<file path="config.mk">
export PLATFORM = sky130hd
export DESIGN_NAME = wb_rr_interconnect
export DESIGN_NICKNAME = d
export VERILOG_FILES = /design/src/rtl/wb_rr_interconnect_pkg.sv /design/src/rtl/wb_rr_arbiter.sv /design/src/rtl/wb_rr_interconnect.sv
export SDC_FILE = /design/constraint.sdc
export NUM_CORES = 1
export LEC_CHECK = 0
export CAP_MARGIN = 25
export CORE_AREA = 2 2 145 147
export CTS_BUF_LIST = sky130_fd_sc_hd__clkbuf_4 sky130_fd_sc_hd__clkbuf_8
export DETAILED_ROUTE_END_ITERATION = 8
export DIE_AREA = 0 0 147 149
export GPL_TIMING_DRIVEN = 0
export PLACE_DENSITY = 0.6
export SLEW_MARGIN = 20
export SYNTH_ARGS = -nofsm -noshare
export SYNTH_HDL_FRONTEND = slang
export SYNTH_SLANG_ARGS = --single-unit
</file>
<file path="constraint.sdc">
create_clock -name clk -period 2.45 [get_ports clk]
set_input_delay 0.49 -clock clk [delete_from_list [all_inputs] [get_ports clk]]
set_output_delay 0.49 -clock clk [all_outputs]
set_load 0.01 [all_outputs]
</file>
<file path="src/rtl/wb_rr_interconnect_pkg.sv">
// Shared state encoding, width helpers and memory-map defaults for the
// round-robin Wishbone interconnect and its arbiter.
package wb_rr_interconnect_pkg;

  typedef enum logic {
    ST_IDLE = 1'b0,
    ST_BUSY = 1'b1
  } icn_state_e;

  localparam int unsigned SOC_SLV_SHIFT = 28;

  function automatic int unsigned clog2(input int unsigned n);
    int unsigned r;
    r = 0;
    for (int unsigned i = 0; i < 32; i++) begin
      if ((64'd1 << i) < 64'(n)) r = i + 1;
    end
    return r;
  endfunction

  function automatic int unsigned sel_width(input int unsigned n);
    return (clog2(n) < 1) ? 1 : clog2(n);
  endfunction

endpackage

</file>
<file path="src/rtl/wb_rr_arbiter.sv">
// Round-robin arbiter: one-hot pick scanning upward from the last winner;
// the pointer only advances when enabled and a request was granted.
module wb_rr_arbiter
  import wb_rr_interconnect_pkg::*;
#(
  parameter  int unsigned NM = 2,
  localparam int unsigned PW = sel_width(NM)
) (
  input  logic          clk,
  input  logic          rst_n,
  input  logic          en,
  input  logic [NM-1:0] req,
  output logic [NM-1:0] grant,
  output logic [PW-1:0] grant_idx
);

  logic [PW-1:0] ptr;
  logic [PW-1:0] cand;
  logic          found;

  always_comb begin
    grant     = '0;
    grant_idx = '0;
    found     = 1'b0;
    cand      = '0;
    for (int unsigned k = 1; k <= NM; k++) begin
      cand = PW'((32'(ptr) + k) % NM);
      if (!found && req[cand]) begin
        found       = 1'b1;
        grant[cand] = 1'b1;
        grant_idx   = cand;
      end
    end
  end

  // Reset to the last master so master 0 wins the first arbitration.
  always_ff @(posedge clk or negedge rst_n) begin
    if (!rst_n) begin
      ptr <= PW'(NM - 1);
    end else if (en && found) begin
      ptr <= grant_idx;
    end
  end

endmodule

</file>
<file path="src/rtl/wb_rr_interconnect.sv">
// Shared-bus Wishbone classic interconnect: NM masters, NS slaves, round-robin grant,
// address-field decode with error on miss. Define WB_ICN_TIMEOUT_EN for the stall watchdog.
module wb_rr_interconnect
  import wb_rr_interconnect_pkg::*;
#(
  parameter int unsigned NM        = 2,
  parameter int unsigned NS        = 3,
  parameter int unsigned AW        = 32,
  parameter int unsigned DW        = 32,
  parameter int unsigned SLV_SHIFT = SOC_SLV_SHIFT,
  parameter int unsigned TIMEOUT   = 255
) (
  input  logic             clk,
  input  logic             RESET_N,
  input  logic [NM-1:0]    m_cyc,
  input  logic [NM-1:0]    m_stb,
  input  logic [NM-1:0]    m_we,
  input  logic [NM*AW-1:0] m_adr,
  input  logic [NM*DW-1:0] m_wdata,
  output logic [NM*DW-1:0] m_rdata,
  output logic [NM-1:0]    m_ack,
  output logic [NM-1:0]    m_err,
  output logic [NS-1:0]    s_cyc,
  output logic [NS-1:0]    s_stb,
  output logic             s_we,
  output logic [AW-1:0]    s_adr,
  output logic [DW-1:0]    s_wdata,
  input  logic [NS*DW-1:0] s_rdata,
  input  logic [NS-1:0]    s_ack
);

  localparam int unsigned PW   = sel_width(NM);
  localparam int unsigned SELW = sel_width(NS);

  icn_state_e      state, state_d;
  logic [NM-1:0]   gnt_q, arb_grant, req;
  logic [PW-1:0]   gidx, arb_idx;
  logic            arb_en, busy, cyc_g, stb_g, we_g, miss, fwd, ack_s, err_q, tmo_hit;
  logic [AW-1:0]   adr_g;
  logic [DW-1:0]   wdata_g, rdata_s;
  logic [SELW-1:0] sel;
  logic [AW-1:0]   adr_a   [NM];
  logic [DW-1:0]   wdata_a [NM];
  logic [DW-1:0]   rdata_a [NS];

  for (genvar i = 0; i < NM; i++) begin : g_mst
    assign adr_a[i]   = m_adr[i*AW +: AW];
    assign wdata_a[i] = m_wdata[i*DW +: DW];
    assign m_rdata[i*DW +: DW] = (busy && gnt_q[i]) ? rdata_s : '0;
  end

  for (genvar j = 0; j < NS; j++) begin : g_slv
    assign rdata_a[j] = s_rdata[j*DW +: DW];
  end

  assign req  = m_cyc & m_stb;
  assign busy = (state == ST_BUSY);

  wb_rr_arbiter #(.NM(NM)) u_arb (
    .clk       (clk),
    .rst_n     (RESET_N),
    .en        (arb_en),
    .req       (req),
    .grant     (arb_grant),
    .grant_idx (arb_idx)
  );

  // Granted-master view; decode is recomputed every cycle from the live address.
  always_comb begin
    cyc_g   = m_cyc[gidx];
    stb_g   = m_stb[gidx];
    we_g    = m_we[gidx];
    adr_g   = adr_a[gidx];
    wdata_g = wdata_a[gidx];
    sel     = adr_g[SLV_SHIFT +: SELW];
    miss    = (32'(sel) >= NS);
    rdata_s = miss ? '0 : rdata_a[sel];
  end

`ifdef WB_ICN_TIMEOUT_EN
  logic [7:0] tmo_cnt;

  assign tmo_hit = (state == ST_BUSY) && (tmo_cnt == 8'(TIMEOUT));

  always_ff @(posedge clk or negedge RESET_N) begin
    if (!RESET_N) begin
      tmo_cnt <= '0;
    end else if (!busy || ack_s || err_q || tmo_hit) begin
      tmo_cnt <= '0;
    end else if (cyc_g && stb_g) begin
      tmo_cnt <= tmo_cnt + 8'd1;
    end
  end
`else
  assign tmo_hit = 1'b0;
`endif

  always_comb begin
    fwd     = busy && cyc_g && !miss && !tmo_hit;
    ack_s   = fwd && s_ack[sel];
    s_cyc   = fwd ? (NS'(1) << sel) : '0;
    s_stb   = (fwd && stb_g) ? (NS'(1) << sel) : '0;
    s_we    = busy && we_g;
    s_adr   = busy ? adr_g : '0;
    s_wdata = busy ? wdata_g : '0;
    m_ack   = gnt_q & {NM{ack_s}};
    m_err   = gnt_q & {NM{err_q | tmo_hit}};
  end

  always_comb begin
    state_d = state;
    arb_en  = 1'b0;
    unique case (state)
      ST_IDLE: if (|req) begin
        arb_en  = 1'b1;
        state_d = ST_BUSY;
      end
      ST_BUSY: if (!cyc_g) state_d = ST_IDLE;
    endcase
  end

  // err_q self-clears so a held strobe on a miss sees one pulse per access.
  always_ff @(posedge clk or negedge RESET_N) begin
    if (!RESET_N) begin
      state <= ST_IDLE;
      gnt_q <= '0;
      gidx  <= '0;
      err_q <= 1'b0;
    end else begin
      state <= state_d;
      err_q <= busy && cyc_g && stb_g && miss && !err_q;
      if (arb_en) begin
        gnt_q <= arb_grant;
        gidx  <= arb_idx;
      end
    end
  end

endmodule
</file>
Fig. 1: routing congestion map
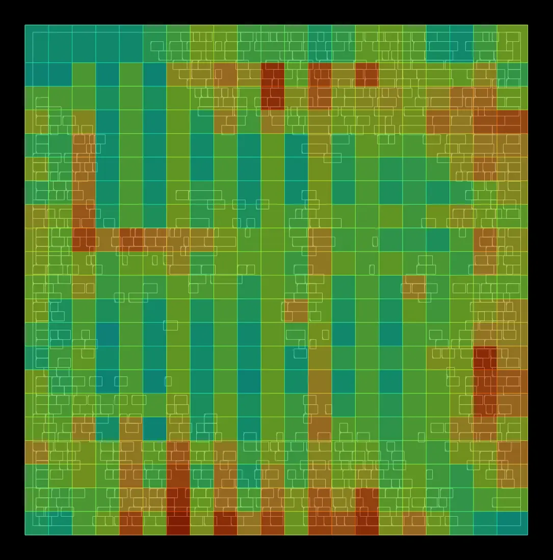
met2 usage: 25.9%
total track usage: 14.2%
met3 Use GR: 3.61%

Fig. 2: metal layers overlaid
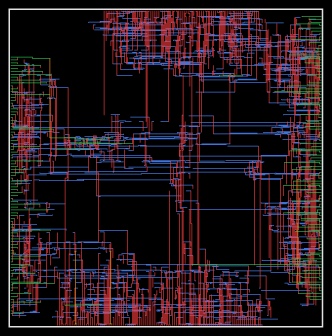
Key: M1 = blue [wire length 6710 um]; M4 = orange [wire length 154 um]; M2 = red [wire length 8890 um]; M3 = green [wire length 1350 um]

Fig. 3: metal 2
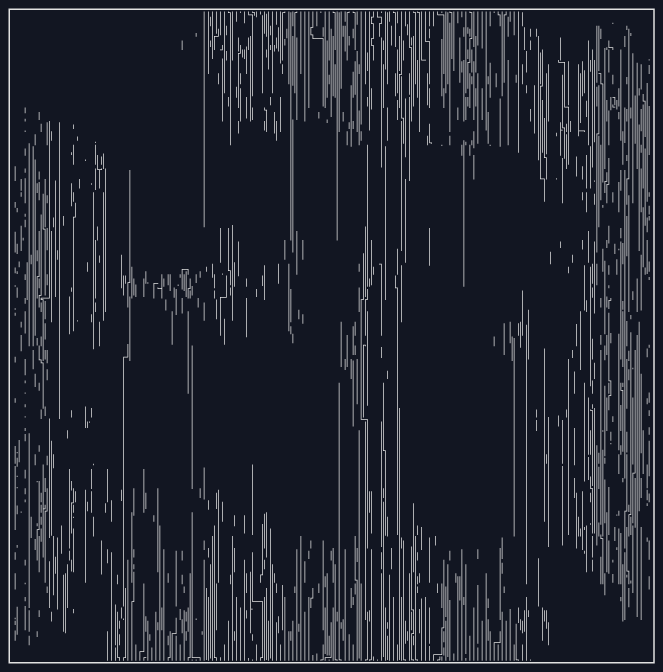
The layer holds 52% of the routed length. The wires run mostly vertical.

Fig. 4: cell area per tile
The die is cut into 15 by 15 equal tiles; white is low, dark blue is high, 0 to 100% covered.
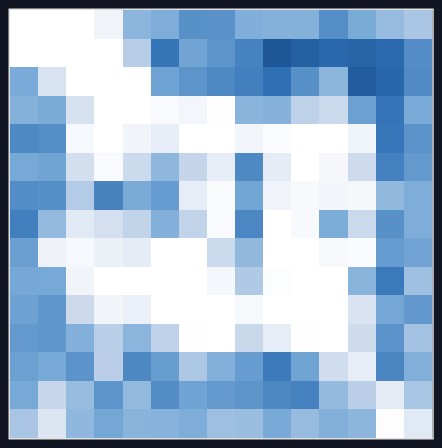
19% of the tiles are nearly empty. 3.1% of the tiles are over 75% full. The mean over all tiles is 33%.

Fig. 5: logic cells by family
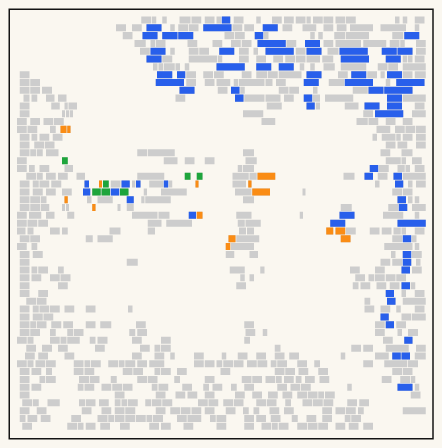
Key: nand cells = orange [cells 15, most used nand2_1]; and/or cells = green [cells 7, where left middle]; aoi and oai cells = blue [cells 74, most used o2bb2ai_2]
Comb/total area: 38.0%
Final Non-Filler Cells: 986
most frequent logic cell in the layout: clkdlybuf4s50_1

==> run_results.csv <==
group,metric,value,unit
power,p_leak,3.11,nW
floorplanning,tapCellCount,275,
power,p_sw,0.00242,W
power,pg_clk,0.000165,W
clock_tree,cts_resized,320,
power,comb_power_share,93.1,%
synthesis,area_leaders,"mux2i_1, o2bb2ai_1, nor2b_1",
final_timing,skew,0.00266,ns
place,place_hpwl,13.8,mm
synthesis,synth_area,2600,um^2
synthesis,ys.flops,6,
finish,antenna_cells,1,
critical_path,arrival,2.00,ns
floorplanning,initial_core_util,12.7,%
power,ir_drop,0.344,mV
critical_path,crit_path_max_incr_delay,0.41,ns
detailed_routing,routed.top_layer,"met4",
status,status,"finished with violations",
clock_tree,ctsHoldBuffers,0,
synthesis,synth.logic.top_family,"multiplexers",
power,powerSeq,0.000212,W
synthesis,syn-num-nets,549,
place,dpl_cell_area,6680,um^2
critical_path,reg2reg_from,"gidx",
floorplanning,fp.dieH,149,um
critical_path,cp_slowest_cell,"mux2_4",
hold_path,hold_end,"err_q",
final_timing,setup_viol,12,
synthesis,ys_sh_adder,0,%
detailed_routing,drc,0,
critical_path,worstSetupStartpoint,"gidx",
synthesis,yosysWarnings,0,
critical_path,rrSetupSlack,1.00,ns
clock_tree,root_buffer,"clkbuf_8",
finish,drive_gt1_share,27.7,%
floorplanning,row_count,53,
critical_path,crit_chain,"buf_6 -> mux2_4 -> nor3_4 -> buf_6 -> clkbuf_16 -> o2bb2ai_2 -> buf_2",
status,violations,"negative setup slack",
synthesis,yosys.area_share.simple,22.9,%
finish,fill_cells,2053,
power,switching_share,44.1,%
critical_path,r2r-end,"busy",
clock_tree,clkLatencyLatePin,0.22,ns
final_timing,final.setup.worst_slack,-0.0380,ns
finish,inverters,3,
hold_path,hold_path_startpoint,"err_q",
final_timing,hold_viol,0,
finish,clock_area_share,0.644,%
clock_tree,cts_tree,"yes",
synthesis,yosys.area.top_type,"mux2i_1",
power,p_seq_share,3.9,%
final_timing,fmax,402,MHz
finish,register_area,153,um^2
place,gp_congestion,0.799,
final_timing,whs,0.454,ns
finish,ff_count,6,
finish,logic_area,2880,um^2
floorplanning,coreArea,20600,um^2
power,p_int,0.00307,W
critical_path,critical_path_depth,7,
finish,buffer_area_share,54.6,%
final_timing,rsz0062_at_grt,"yes",
clock_tree,cts_setup_buffers,14,
finish,largest_class,"buffers",
global_routing,grt_pass1_vias,4019,
power,power_frac_clock,3.0,%
## Yosys cell counts
cell       count
a211oi_1       1
a21oi_1        1
a22oi_1        1
a311oi_1       3
and2_1         3
and3_1         1
and3b_1        3
buf_1          2
buf_2         11
buf_4          5
buf_6          5
clkbuf_1      10
dfrtp_1        5
dfstp_2        1
inv_1          3
mux2_2         1
mux2_4         1
mux2i_1       96
mux2i_4        1
nand2_1        6
nand2b_1       1
nand3_1        5
nand3b_1       2
nand4_1        1
nor2_1        10
nor2b_1       64
nor3_4         2
o21ai_0        3
o21bai_1       1
o2bb2ai_1     64
o311a_1        1
## flip-flops by register name, summed over array words and instances (netlist names)
signal and cells:
gnt_q 2, busy 1, err_q 1, gidx 1
u_arb.ptr 1
Power figures rest on the tool's default switching activity, not on a simulated workload.
